### config.mk
export PLATFORM = sky130hd
export DESIGN_NAME = stream_pattern_matcher
export DESIGN_NICKNAME = d
export VERILOG_FILES = /design/src/rtl/stream_pattern_matcher.sv
export SDC_FILE = /design/constraint.sdc
export NUM_CORES = 1
export LEC_CHECK = 0
export CAP_MARGIN = 20
export CORE_ASPECT_RATIO = 1.4
export CORE_MARGIN = 4
export CORE_UTILIZATION = 48
export DETAILED_ROUTE_END_ITERATION = 7
export GPL_TIMING_DRIVEN = 0
export PLACE_DENSITY = 0.72
export SLEW_MARGIN = 20
export SYNTH_ARGS = -nofsm -noshare
export SYNTH_HDL_FRONTEND = slang
export SYNTH_SLANG_ARGS = --single-unit
### constraint.sdc
create_clock -name clk -period 2.51 [get_ports clk]
set_input_delay 0.502 -clock clk [delete_from_list [all_inputs] [get_ports clk]]
set_output_delay 0.502 -clock clk [all_outputs]
set_load 0.01 [all_outputs]
### src/rtl/stream_pattern_matcher.sv
// Flags a programmable, per-symbol-masked sequence in a received symbol stream and keeps a
// saturating hit count. Overlapping or non-overlapping detection is selectable.
module stream_pattern_matcher #(
    parameter int DATA_W  = 8,
    parameter int PAT_LEN = 4,
    parameter int CNT_W   = 16
) (
    input  logic                      clk,
    input  logic                      rst_n,
    input  logic                      in_valid,
    input  logic [DATA_W-1:0]         in_data,
    input  logic                      cfg_load,
    input  logic [DATA_W*PAT_LEN-1:0] cfg_pattern,
    input  logic [DATA_W*PAT_LEN-1:0] cfg_mask,
    input  logic                      overlap_en,
    input  logic                      count_clr,
    output logic                      match,
    output logic [CNT_W-1:0]          match_count,
    output logic                      armed
);

    localparam int FILL_W = $clog2(PAT_LEN + 1);
    localparam logic [FILL_W-1:0] FILL_FULL = FILL_W'(PAT_LEN);
    localparam logic [CNT_W-1:0]  CNT_MAX   = '1;

    typedef logic [PAT_LEN-1:0][DATA_W-1:0] sym_vec_t;

    sym_vec_t          win_q, win_d;
    sym_vec_t          pat_q, mask_q;
    logic [FILL_W-1:0] fill_q, fill_d, fill_inc;
    logic [CNT_W-1:0]  cnt_q, cnt_d;
    logic              match_q, match_d;
    logic              armed_q, armed_d;
    logic              sym_acc;
    logic              hit;

    // A symbol arriving together with cfg_load is discarded.
    assign sym_acc = in_valid & ~cfg_load;

    always_comb begin
        win_d = win_q;
        if (sym_acc) begin
            for (int k = 0; k < PAT_LEN - 1; k++) begin
                win_d[k] = win_q[k+1];
            end
            win_d[PAT_LEN-1] = in_data;
        end

        fill_inc = (fill_q == FILL_FULL) ? fill_q : fill_q + 1'b1;

        // Hit is judged on the post-shift window so the last symbol counts this cycle.
        hit = sym_acc && (fill_inc == FILL_FULL);
        for (int k = 0; k < PAT_LEN; k++) begin
            if (((win_d[k] ^ pat_q[k]) & mask_q[k]) != '0) begin
                hit = 1'b0;
            end
        end

        fill_d = fill_q;
        if (cfg_load) begin
            fill_d = '0;
        end else if (in_valid) begin
            fill_d = (hit && !overlap_en) ? '0 : fill_inc;
        end

        armed_d = (fill_d == FILL_FULL);
        match_d = hit;

        cnt_d = cnt_q;
        if (count_clr) begin
            cnt_d = '0;
        end else if (hit && (cnt_q != CNT_MAX)) begin
            cnt_d = cnt_q + 1'b1;
        end
    end

    always_ff @(posedge clk or negedge rst_n) begin
        if (!rst_n) begin
            win_q   <= '0;
            pat_q   <= '0;
            mask_q  <= '1;
            fill_q  <= '0;
            cnt_q   <= '0;
            match_q <= 1'b0;
            armed_q <= 1'b0;
        end else begin
            win_q   <= win_d;
            fill_q  <= fill_d;
            cnt_q   <= cnt_d;
            match_q <= match_d;
            armed_q <= armed_d;
            if (cfg_load) begin
                pat_q  <= cfg_pattern;
                mask_q <= cfg_mask;
            end
        end
    end

    assign match       = match_q;
    assign match_count = cnt_q;
    assign armed       = armed_q;

endmodule

==> qor.yml <==
outcome: "finished, violations left"
violations: "setup timing"
rr_worst_depth: 13
core_um2: 11280
ys_top_logic_family: "multiplexers"
xor_share: 0.03652
p_comb_frac: 0.205
holdBufCountCts: 0
fillers: 731
synthMuxAreaShare: 0.2375
overflow: 0
finalSetupViolCount: 18
pwr-share-clk: 0.422
chipWidth_um: 98.60
synth_cell_types: 42
cp_slowest_cell: "mux2_2"
fin_hold_ws_ns: 0.07248
cp-end-kind: "flip-flop"
maxSlewViolCount: 0
netlist_top_cells_count: "100 x mux2_2, 85 x dfrtp_1, 32 x dfstp_2"
critPathKind: "in -> reg"
fmax_mhz: 343.0
clkLatencyLatePin_ns: 0.41
synth_top_cell_by_count: "mux2_2"
synthArstFlopShare: 1.000
synth.largest_area_cell: "dfrtp_1"
num_rows: 46
path_buffers: 6
r2r_start: "fill_q[0]"
mostFrequentLayoutCells: "91 x clkdlybuf4s50_1, 85 x mux2_2, 85 x dfrtp_1"
drv_cap: 0
place_inst: 678
highest_layer: "met4"
fin_total_pwr_mw: 6.345
flop-count: 117
drt_iter0_drc: 176
htree_levels: 4
skew_ns: 0.007474
buffers: 151
final_cells: 747
power-top-group: "clock"
drtAntennaViolNets: 0
fin_nets: 671
crit_family: "buffers and inverters"
final.clkbuf_count: 17
clk_share: 0.07909
syn-cell-area_um2: 5515
synth-area-yosys_um2: 5515
pwr-share-seq: 0.373
comb_share: 0.3505
cts.sinks: 117
timing.rr.end: "match_count[0]"
synthToLayoutAreaGrowth_pct: 49.73
cts_buffers: 17
pg_clk_mw: 2.68
gp_congestion: 0.8010
grt_max_degree: 63
sh_seq_area: 0.3594
edf_count: 0
cts-root-buf: "clkbuf_16"
p_int_mw: 4.655
yosys.area_share.aoi: 0.04061
wl_met1_um: 5767
fin_ws_ns: -0.4053
fin_area_um2: 8258
grt.met1_usage: 0.2532
first_global_vias: 4430
grt.busiest_layer: "met2"
viasPerCell: 5.534
reg2reg_slack_ns: -0.35
post_cts_buffers: 23
fp_nets: 520
relSlewSlack: 0.4754
lay_top_count: "clkdlybuf4s50_1"
groute.layer.met3.usage: 0.05116
worstPathCellList: "buf_8 -> nor2b_4 -> buf_4 -> buf_12 -> mux2_2 -> xor2_1 -> a22oi_1 -> nand4_1 -> nand4bb_4 -> buf_6 -> buf_4 -> buf_6 -> nor3_4 -> mux2_2"
critPathLaunchType: "primary input"
cts.clk_slew.worst_paths_ns: 0.06
Figure 1. M1 wires.
Supply wires on this layer in grey.
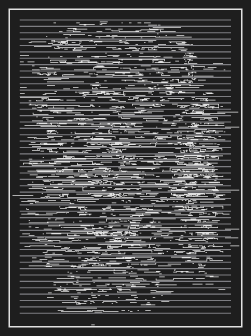
The layer carries 5770 µm of wire. 602 nets have wire on it. The longest straight run is 33.6 µm. The layer holds 38% of the routed length.

Figure 2. M2 wires.
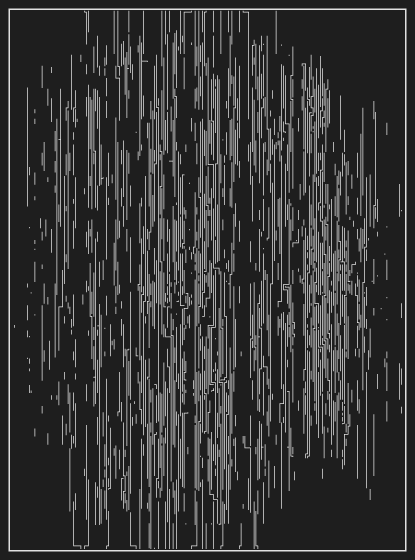
The wires run mostly vertical. The longest straight run is 78.4 µm.

Figure 3. Metal 3.
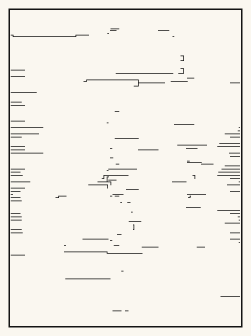
The wires run mostly horizontal. The layer carries 654 µm of wire. 88 nets have wire on it.

Power and IR drop assume default switching activity.
